[config.mk]
export PLATFORM = sky130hd
export DESIGN_NAME = serial_addsub_core
export DESIGN_NICKNAME = d
export VERILOG_FILES = /design/src/rtl/serial_addsub_pkg.sv /design/src/rtl/full_adder_bit.sv /design/src/rtl/serial_addsub_core.sv
export SDC_FILE = /design/constraint.sdc
export NUM_CORES = 1
export LEC_CHECK = 0
export ABC_CLOCK_PERIOD_IN_PS = 1450
export CAP_MARGIN = 20
export CORE_ASPECT_RATIO = 0.8
export CORE_MARGIN = 5
export CORE_UTILIZATION = 48
export CTS_BUF_LIST = sky130_fd_sc_hd__clkbuf_4 sky130_fd_sc_hd__clkbuf_8
export DETAILED_ROUTE_END_ITERATION = 8
export HOLD_SLACK_MARGIN = 0.15
export PLACE_DENSITY = 0.77
export SYNTH_ARGS = -nofsm -noshare
export SYNTH_HDL_FRONTEND = slang
export SYNTH_SLANG_ARGS = --single-unit
[constraint.sdc]
create_clock -name clk -period 1.45 [get_ports clk]
set_clock_uncertainty 0.1 [all_clocks]
set_input_delay 0.145 -clock clk [delete_from_list [all_inputs] [get_ports clk]]
set_output_delay 0.145 -clock clk [all_outputs]
set_load 0.005 [all_outputs]
[src/rtl/serial_addsub_pkg.sv]
// serial_addsub_pkg: shared state encoding and width limits for the serial adder/subtractor
package serial_addsub_pkg;
  typedef enum logic [1:0] {
    IDLE = 2'd0,
    RUN  = 2'd1,
    DONE = 2'd2
  } state_t;
  localparam int WIDTH_MIN = 2;
  localparam int WIDTH_MAX = 32;
endpackage

[src/rtl/full_adder_bit.sv]
// full_adder_bit: single combinational full-adder cell
module full_adder_bit (
  input  logic a,
  input  logic b,
  input  logic cin,
  output logic s,
  output logic cout
);
  assign s    = a ^ b ^ cin;
  assign cout = (a & b) | (cin & (a ^ b));
endmodule

[src/rtl/serial_addsub_core.sv]
// serial_addsub_core: LSB-first bit-serial add/subtract/accumulate with start/busy/done handshake
module serial_addsub_core
  import serial_addsub_pkg::*;
#(
  parameter  int WIDTH = 8,
  localparam int CNT_W = $clog2(WIDTH + 1)
) (
  input  logic             clk,
  input  logic             rst_n,
  input  logic             start,
  input  logic             sub,
  input  logic             acc,
  input  logic [WIDTH-1:0] a,
  input  logic [WIDTH-1:0] b,
  output logic             busy,
  output logic             done,
  output logic [WIDTH-1:0] sum,
  output logic             cout,
  output logic             ovf
);
  state_t           state, next;
  logic [WIDTH-1:0] op_a, op_b, shifted;
  logic [WIDTH-2:0] res;
  logic [CNT_W-1:0] cnt;
  logic             carry, s_bit, c_bit, last;
  full_adder_bit u_fa (
    .a   (op_a[0]),
    .b   (op_b[0]),
    .cin (carry),
    .s   (s_bit),
    .cout(c_bit)
  );
  assign busy = state == RUN;
  assign done = state == DONE;
  always_comb begin
    last    = cnt == CNT_W'(WIDTH - 1);
    shifted = {s_bit, res};
    next    = state == RUN ? (last ? DONE : RUN) : (start ? RUN : IDLE);
  end
  always_ff @(posedge clk) begin
    if (!rst_n) state <= IDLE;
    else        state <= next;
  end
  always_ff @(posedge clk) begin
    if (!rst_n) begin
      op_a  <= '0;
      op_b  <= '0;
      res   <= '0;
      cnt   <= '0;
      carry <= 1'b0;
      sum   <= '0;
      cout  <= 1'b0;
      ovf   <= 1'b0;
    end else if (state == RUN) begin
      op_a  <= op_a >> 1;
      op_b  <= op_b >> 1;
      res   <= shifted[WIDTH-1:1];
      carry <= c_bit;
      cnt   <= cnt + 1'b1;
      if (last) begin
        sum  <= shifted;
        cout <= c_bit;
        ovf  <= carry ^ c_bit;
      end
    end else if (start) begin
      op_a  <= acc ? sum : a;
      op_b  <= sub ? ~b : b;
      carry <= sub;
      cnt   <= '0;
    end
  end
endmodule

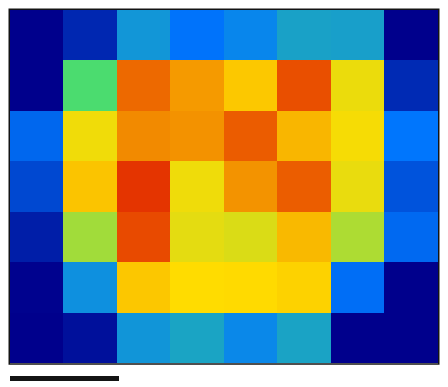
**Above:** local utilization.
Scale bar: 20 um. 8 x 7 tiles, from dark blue (low) to red (high), 0 to 100% covered.
- tiles over 75% full: 32%
- mean over tiles: 47%
- nearly empty tiles: 14%
- fullest tile: 94%
- densest ninth of the die: centre

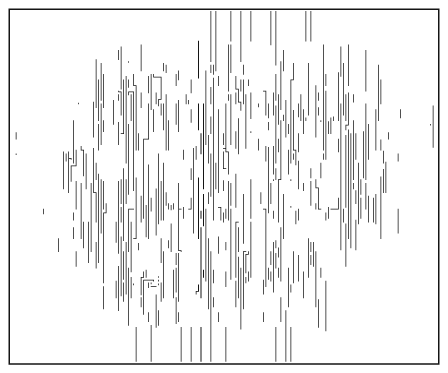
**Above:** signal wires on met2.
- wire length on this layer: 1,970 um
- longest straight run: 26.9 um
- main direction: vertical
- nets with wire on the layer: 226
- share of all routed wire: 47%
Routed Wire Length: 4.21 mm
GR met2 Demand/Resource: 25.3%
via count: 1,592

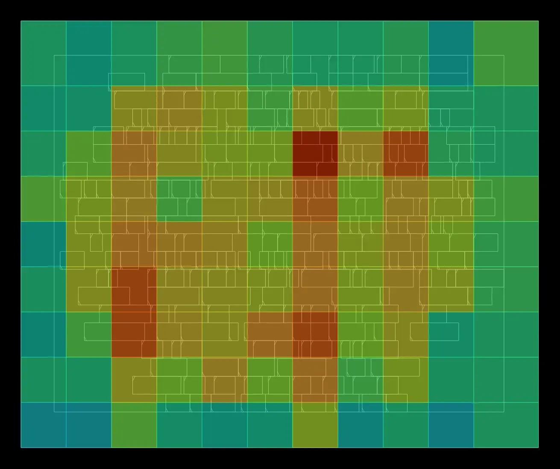
**Above:** routing congestion.
Top Usage Layer GRT: met2
Final Util: 66.6%
M3 GR Usage: 5.83%
M1 GR Usage: 21.3%
GR Util All Layers: 16.5%

==> metrics.cfg <==
[hold_path]
min_to=res[0]
hp-class=reg -> reg
hold_depth=2
hp-start=res[0]

[detailed_routing]
ant_nets=0
dr.max_layer_used=met4
wl_per_cell_um=14.8
met3_length_um=239
vias_per_cell=5.61
drc_errors=0
wl_met1_mm=1.95

[placed_design]
place_inst=273
gp_congestion=0.801
portBuffers=32

[yosys]
ys_seq_elements=40
synth.avg_cell_area_um2=9.34
logic_family=AND-OR/OR-AND gates
synth.distinct_cells=36
ys_cells=195
mux_share_pct=1.72
most_common_cell=dfxtp_1
simple_gate_share_pct=16.6
ys_sh_adder_pct=1.79
yosys.area_share.aoi_pct=22.8

[clocking]
hold_buffers=0
cts_resized=8
cts.clk_slew.worst_paths_ps=80
cts_tree=done

[power_and_ir_drop]
seqPwrFrac_pct=47.9
p_leak_uw=0.000974
p_per_area_nw_per_um2=994
powerClk_uw=901
peakVddDrop_v=0.000605

[worst_setup_path]
cp-end-kind=flip-flop
crit_path_start_kind=flip-flop
r2r_cells=5
crit_path_start=cnt[0]
crit_cells=5
reg2reg_to=ovf
cp.required_ps=1540
cp_max_fo=6

[finish]
nFillCells=308
antenna_cells=0
seqCellArea_um2=815
combGateArea_um2=925
sh_comb_area_pct=37.2
clkCellAreaFrac_pct=4.49
largest_cell_class=multi-input combinational cells
multiInputCombCellCount=128

[final_timing]
finalHoldViolations=0
relSlewSlack_pct=79.2
tns_ps=0
finalMaxSlewViolations=0
worst_slew_pin_slew_ps=311
final.setup.worst_slack_ps=38.5

[grt]
antenna_found_initial=0

[run]
log.warning_count=26

[run_status]
status=completed

[floorplanning]
die_area_um2=5130
die_w_um=78.9

